Figure 1. Sequential cells grouped by signal name.
Other sequential cells in the stronger gray, the rest of the logic in the fainter gray.
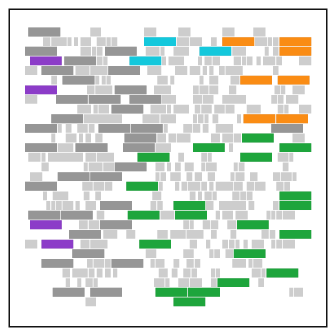
Figure 2. Ports around the boundary.
Pins as bars across the die edge, other pins in gray.
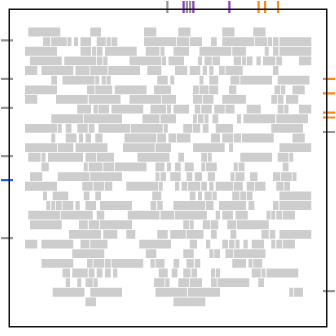
Figure 3. Clock network drawn from the DEF.
Scale bar: 20 µm.
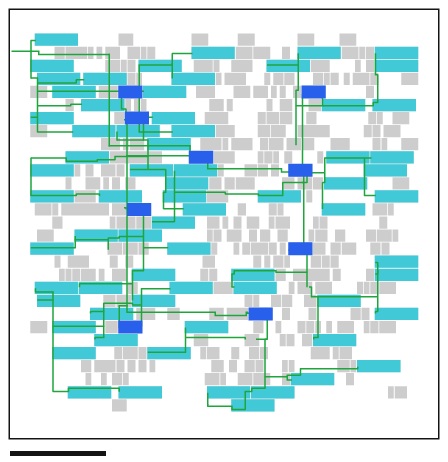
Figure 4. Metal layers overlaid.
Scale bar: 20 µm.
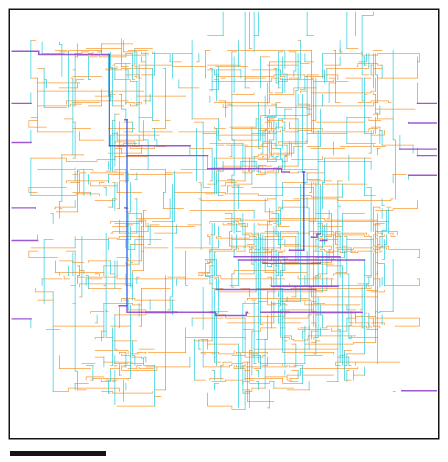
<file path="config.mk">
export PLATFORM = sky130hd
export DESIGN_NAME = code_entry_tx
export DESIGN_NICKNAME = d
export VERILOG_FILES = /design/src/rtl/code_entry_tx.sv
export SDC_FILE = /design/constraint.sdc
export NUM_CORES = 1
export LEC_CHECK = 0
export CAP_MARGIN = 20
export CORE_MARGIN = 4
export CORE_UTILIZATION = 50
export DETAILED_ROUTE_END_ITERATION = 16
export GPL_ROUTABILITY_DRIVEN = 0
export GPL_TIMING_DRIVEN = 0
export PLACE_DENSITY_LB_ADDON = 0.08
export SLEW_MARGIN = 20
export SYNTH_ARGS = -nofsm -noshare
export SYNTH_HDL_FRONTEND = slang
export SYNTH_SLANG_ARGS = --single-unit
export TNS_END_PERCENT = 50
</file>
<file path="constraint.sdc">
create_clock -name clk -period 5.6 [get_ports clk]
set_input_delay 1.12 -clock clk [delete_from_list [all_inputs] [get_ports clk]]
set_output_delay 1.12 -clock clk [all_outputs]
set_load 0.01 [all_outputs]
</file>
<file path="src/rtl/code_entry_tx.sv">
// Button-driven code entry front-end: debounce, assemble, hand off via valid/ready.
// Define CODE_ENTRY_PARITY_EN to drive code_parity; otherwise it is tied to 0.
module code_entry_tx #(
  parameter int CODE_W         = 7,
  parameter int DEB_CYCLES     = 16,
  parameter int TIMEOUT_CYCLES = 1000000
) (
  input  logic                          clk,
  input  logic                          rst,
  input  logic                          btn_zero,
  input  logic                          btn_one,
  input  logic                          btn_enter,
  input  logic                          btn_clear,
  output logic [CODE_W-1:0]             code,
  output logic [$clog2(CODE_W+1)-1:0]   code_len,
  output logic                          code_parity,
  output logic                          code_valid,
  input  logic                          code_ready,
  output logic                          entry_active,
  output logic                          timeout_pulse
);

  localparam int LW = $clog2(CODE_W+1);
  localparam int DW = $clog2(DEB_CYCLES+1);
  localparam int TW = $clog2(TIMEOUT_CYCLES);

  typedef enum logic [1:0] {
    S_IDLE,
    S_ENTRY,
    S_SEND
  } state_t;

  // Button lanes: 3=clear 2=enter 1=one 0=zero
  logic [3:0]         raw;
  logic [3:0]         meta_q;
  logic [3:0]         sync_q;
  logic [3:0]         deb_q;
  logic [3:0]         deb_d;
  logic [3:0]         press_q;
  logic [3:0]         press_d;
  logic [3:0][DW-1:0] cnt_q;
  logic [3:0][DW-1:0] cnt_d;

  assign raw = {btn_clear, btn_enter, btn_one, btn_zero};

  always_comb begin
    deb_d   = deb_q;
    cnt_d   = '0;
    press_d = '0;
    for (int i = 0; i < 4; i++) begin
      if (sync_q[i] != deb_q[i]) begin
        if (cnt_q[i] == DW'(DEB_CYCLES-1)) begin
          deb_d[i]   = sync_q[i];
          press_d[i] = sync_q[i];
        end else begin
          cnt_d[i] = cnt_q[i] + 1'b1;
        end
      end
    end
  end

  always_ff @(posedge clk or posedge rst) begin
    if (rst) begin
      meta_q  <= '0;
      sync_q  <= '0;
      deb_q   <= '0;
      press_q <= '0;
      cnt_q   <= '0;
    end else begin
      meta_q  <= raw;
      sync_q  <= meta_q;
      deb_q   <= deb_d;
      press_q <= press_d;
      cnt_q   <= cnt_d;
    end
  end

  logic ev_clr;
  logic ev_ent;
  logic ev_one;
  logic ev_zero;
  logic ev_bit;

  assign ev_clr  = press_q[3];
  assign ev_ent  = press_q[2] & ~press_q[3];
  assign ev_one  = press_q[1] & ~|press_q[3:2];
  assign ev_zero = press_q[0] & ~|press_q[3:1];
  assign ev_bit  = ev_one | ev_zero;

  state_t            state_q;
  state_t            state_d;
  logic [CODE_W-1:0] sr_q;
  logic [CODE_W-1:0] sr_d;
  logic [LW-1:0]     len_q;
  logic [LW-1:0]     len_d;
  logic [TW-1:0]     tmo_q;
  logic [TW-1:0]     tmo_d;
  logic              tpulse_q;
  logic              tpulse_d;

  always_comb begin
    state_d  = state_q;
    sr_d     = sr_q;
    len_d    = len_q;
    tmo_d    = tmo_q;
    tpulse_d = 1'b0;
    unique case (state_q)
      S_IDLE: begin
        tmo_d = '0;
        if (ev_bit) begin
          sr_d    = CODE_W'(ev_one);
          len_d   = LW'(1);
          state_d = S_ENTRY;
        end
      end
      S_ENTRY: begin
        tmo_d = tmo_q + 1'b1;
        if (ev_clr) begin
          sr_d    = '0;
          len_d   = '0;
          tmo_d   = '0;
          state_d = S_IDLE;
        end else if (ev_ent) begin
          tmo_d   = '0;
          state_d = S_SEND;
        end else if (ev_bit) begin
          sr_d  = (sr_q << 1) | CODE_W'(ev_one);
          len_d = len_q + 1'b1;
          tmo_d = '0;
          if (len_q == LW'(CODE_W-1)) begin
            state_d = S_SEND;
          end
        end else if (tmo_q == TW'(TIMEOUT_CYCLES-1)) begin
          sr_d     = '0;
          len_d    = '0;
          tmo_d    = '0;
          tpulse_d = 1'b1;
          state_d  = S_IDLE;
        end
      end
      S_SEND: begin
        tmo_d = '0;
        if (code_ready) begin
          sr_d    = '0;
          len_d   = '0;
          state_d = S_IDLE;
        end
      end
      default: begin
        state_d = S_IDLE;
      end
    endcase
  end

  always_ff @(posedge clk or posedge rst) begin
    if (rst) begin
      state_q  <= S_IDLE;
      sr_q     <= '0;
      len_q    <= '0;
      tmo_q    <= '0;
      tpulse_q <= 1'b0;
    end else begin
      state_q  <= state_d;
      sr_q     <= sr_d;
      len_q    <= len_d;
      tmo_q    <= tmo_d;
      tpulse_q <= tpulse_d;
    end
  end

  assign code          = sr_q;
  assign code_len      = len_q;
  assign code_valid    = (state_q == S_SEND);
  assign entry_active  = (state_q == S_ENTRY);
  assign timeout_pulse = tpulse_q;

`ifdef CODE_ENTRY_PARITY_EN
  assign code_parity = ^sr_q;
`else
  assign code_parity = 1'b0;
`endif

endmodule

</file>
==> summary.txt <==
Summary of implementation figures.

Critical path
The delay of the slowest critical-path stage is 700 ps. The endpoint kind of the worst setup timing path is a register. The report shows a maximum critical-path fanout of 10. Per STA, the worst path is made up of clkdlybuf4s50_1 > or2b_2 > o21ai_0 > a221oi_1 > a21boi_4 > mux2_2.

The signal arrival time at the worst endpoint is 3260 ps. The highest-delay cell along the critical path is sky130_fd_sc_hd__a221oi_1. STA classifies the critical path startpoint as an input port.

Flow run
The tool flagged a number of max-cap violations equal to 0.

Final layout
The number of antenna cells inserted is 0. The most common logic cells in the final layout are sky130_fd_sc_hd__dfrtp_1, sky130_fd_sc_hd__nand2_1, sky130_fd_sc_hd__nor2_1, sky130_fd_sc_hd__nand3_1, sky130_fd_sc_hd__clkdlybuf4s50_1. The layout summary lists the proportion of cells stronger than drive strength 1 as 11.4%. The count of nets after finishing is 364.

The post-layout instance count excluding filler cells is 428. The post-route utilization of the core is recorded as 59.7%.

Clocking
On the reported timing paths, the clock transition at the registers reads 80 ps. The maximum level of the CTS H-tree is 3. The clock network latency to the later pin of the worst-skew pair is 340 ps. The post-cts repair resize count is 0.

The clock tree root driver cell is sky130_fd_sc_hd__clkbuf_8. The number of buffers created by CTS is 9. The clock tree from TritonCTS is built.

The number of sinks driven by the clock tree is 69.

Synth
Of all cell types, the one taking the most synthesized area is sky130_fd_sc_hd__dfrtp_1. The commonest cells after synthesis are sky130_fd_sc_hd__dfrtp_1, sky130_fd_sc_hd__nand2_1, sky130_fd_sc_hd__nand3_1, sky130_fd_sc_hd__nor2_1, sky130_fd_sc_hd__o21ai_0. The yosys cell count is 315. The dominant register cell is sky130_fd_sc_hd__dfrtp_1. The post-synth design cell area is 3290 µm². After synthesis, the netlist uses 54 different library cells. The number of instances in the synthesized netlist is 315. Sorting the synthesis cell report by count puts at the top sky130_fd_sc_hd__dfrtp_1. Yosys reports that the leading cell type by area covers 52.4% of the netlist area. Per the synth log, the flip-flop and latch total comes to 69.

The number of flops mapped to enable cells by yosys is 0. The number of nets in the synthesized netlist is 333. The area of the synthesized netlist per yosys stat is 3290 µm².

A synthesized cell averages 10.5 µm².

Power
The internal power of the cells totals 881 µW. The total power density per cell area is 338 nW/µm². The share of total power in the clock network is 32.4%. Summed over all sequential cells, the power is 552 µW. Combinational cells account for 24.8% of the total power.

The analysis attributes to net switching a power of 408 µW. The switching part of the total power is 31.7%. The reported leakage power is 0.00169 µW. The clock network power consumption is 418 µW. The combinational cell power is 319 µW. Sequential cells burn 42.8% of the power.

Final timing
Hold is met by 352 ps. The count of final setup violators is 0. Based on the critical path, the design can be clocked at up to 330 MHz. The worst clock skew is 8.74 ps. The final-report max-slew violation count is 0.

The slew of the pin with the lowest slew margin is 876 ps. Dividing the final minimum period by the clock period gives 54.2%.

Placement
Detailed placement ended at an HPWL of 4100 µm. In this run the tool buffered the top-level ports with 19 buffer cells.

Floorplanning
In this run the full chip footprint comes out at 7950 µm². Per the OpenROAD floorplan log, the height of the die is 89.2 µm. After floorplanning, the core was divided into 29 placement rows. The horizontal die dimension reported for this design is 89.2 µm. After floorplanning, the core was sized to cover 6390 µm². At the floorplan stage, the core utilization is reported as 51.6%.

Routing
The average wire per standard cell is 13.9 µm. The violation tally from detailed-route iteration zero is 111. TritonRoute reported its final design rule violation total as 0. The total wire length after detailed routing is 5950 µm.

The first-pass iteration count of the detailed router is 4. The tally of nets with antenna violations remaining after routing is 0. The via total after detailed routing is 2364.

Worst hold path
In this run the worst hold path is classified as reg -> reg.

GRT
Recorded from the global router log, the overflow total was 0. Overall routing resource usage recorded by global route was 16.8%. The number of antenna violations at the first check in global routing is 0. Entering global routing, the biggest net connects 51 pins.

The via count of the first global-routing pass is 2239. The wire length of the first global-routing pass is 10300 µm.

Status
The flow ran to the end, and the final reports show no timing, DRC or antenna violations.
-- Figure 1 (at the start) --
[`meta_q`] purple | sequential cells: 4
[`code`] orange | sequential cells: 7 | where: top right
[`tmo_q`] green | sequential cells: 20
[`code_len`] cyan | sequential cells: 3

-- Figure 2 (at the start) --
[`code`] orange | pins: 7 | direction: output | edge: 4 right, 3 top
[`code_len`] purple | pins: 3 | direction: output | edge: top
[`btn_one`] blue | pins: 1 | direction: input | edge: left

-- Figure 3 (at the start) --
[clock-net drivers] blue | count: 9
[clock wires] green | length: 863 µm
[flip-flops] cyan | count: 69
flops lie: spread over the die

-- Figure 4 (at the start) --
[M3] purple | wire length: 281 µm
[M4] blue | wire length: 74.1 µm
[M2] cyan | wire length: 2650 µm
[M1] orange | wire length: 2940 µm

## worst paths after layout
path                            cells past startpoint         to       start  slack [ps]
min in group asynchronous                           2  meta_q[0]         rst        1070
worst min register to register                      0  sync_q[2]   meta_q[2]         350
worst min-delay path                                0  sync_q[2]   meta_q[2]         350
max in group asynchronous                           3    code[5]         rst        4020
worst max-delay path                                6    code[6]  code_ready        2570
worst max register to register                      7    code[6]  state_q[1]        2890
## registers in the layout, indices dropped and copies added (netlist names)
signal,cells
state_q,2
code_len,3
code,7
timeout_pulse,1
cnt_q,20
deb_q,4
sync_q,4
press_q,4
meta_q,4
tmo_q,20
## area by class of cell
cell class / count / area (µm²)
fill: 548 / 2570
clock inverter: 7 / 80.1
multi-input combinational: 221 / 1440
tap: 77 / 96.3
sequential: 69 / 1730
buffer: 8 / 60.1
clock buffer: 9 / 124
timing repair buffer: 20 / 218
inverter: 17 / 66.3
## logic make-up after synthesis
family | synth area share, %
simple gates | 21.3
flops | 52.4
compound gates | 11.0
buf+inv | 3.76
mux | 4.29
fa+ha+maj | 4.18
xor+xnor | 2.93
other cells | 0.114
## critical path: cells and delay by family
kind	cells	cell delay, ps
muxes	1	370
AOI/OAI and AO/OA	3	1210
buffers and inverters	1	450
and+or+nand+nor	1	100
## routing by layer
layer	vias to the layer above	global-route usage, %	share of wire (%)
met5	-	0	0
met4	0	6.09	1.2
met3	8	3.87	4.7
met2	38	24.4	45
met1	1124	24.5	49
li1	1194	-	-
## through the flow
step	area (µm²)	worst slack, ps	power [µW]
finish	3810	2570	1290
global route	3810	2340	1370
CTS	3810	2550	1310
detailed placement	3610	2160	882
global placement	3580	1540	875
floorplan	3290	2740	797
No activity file was given, so power comes from the tool's default toggle rates.
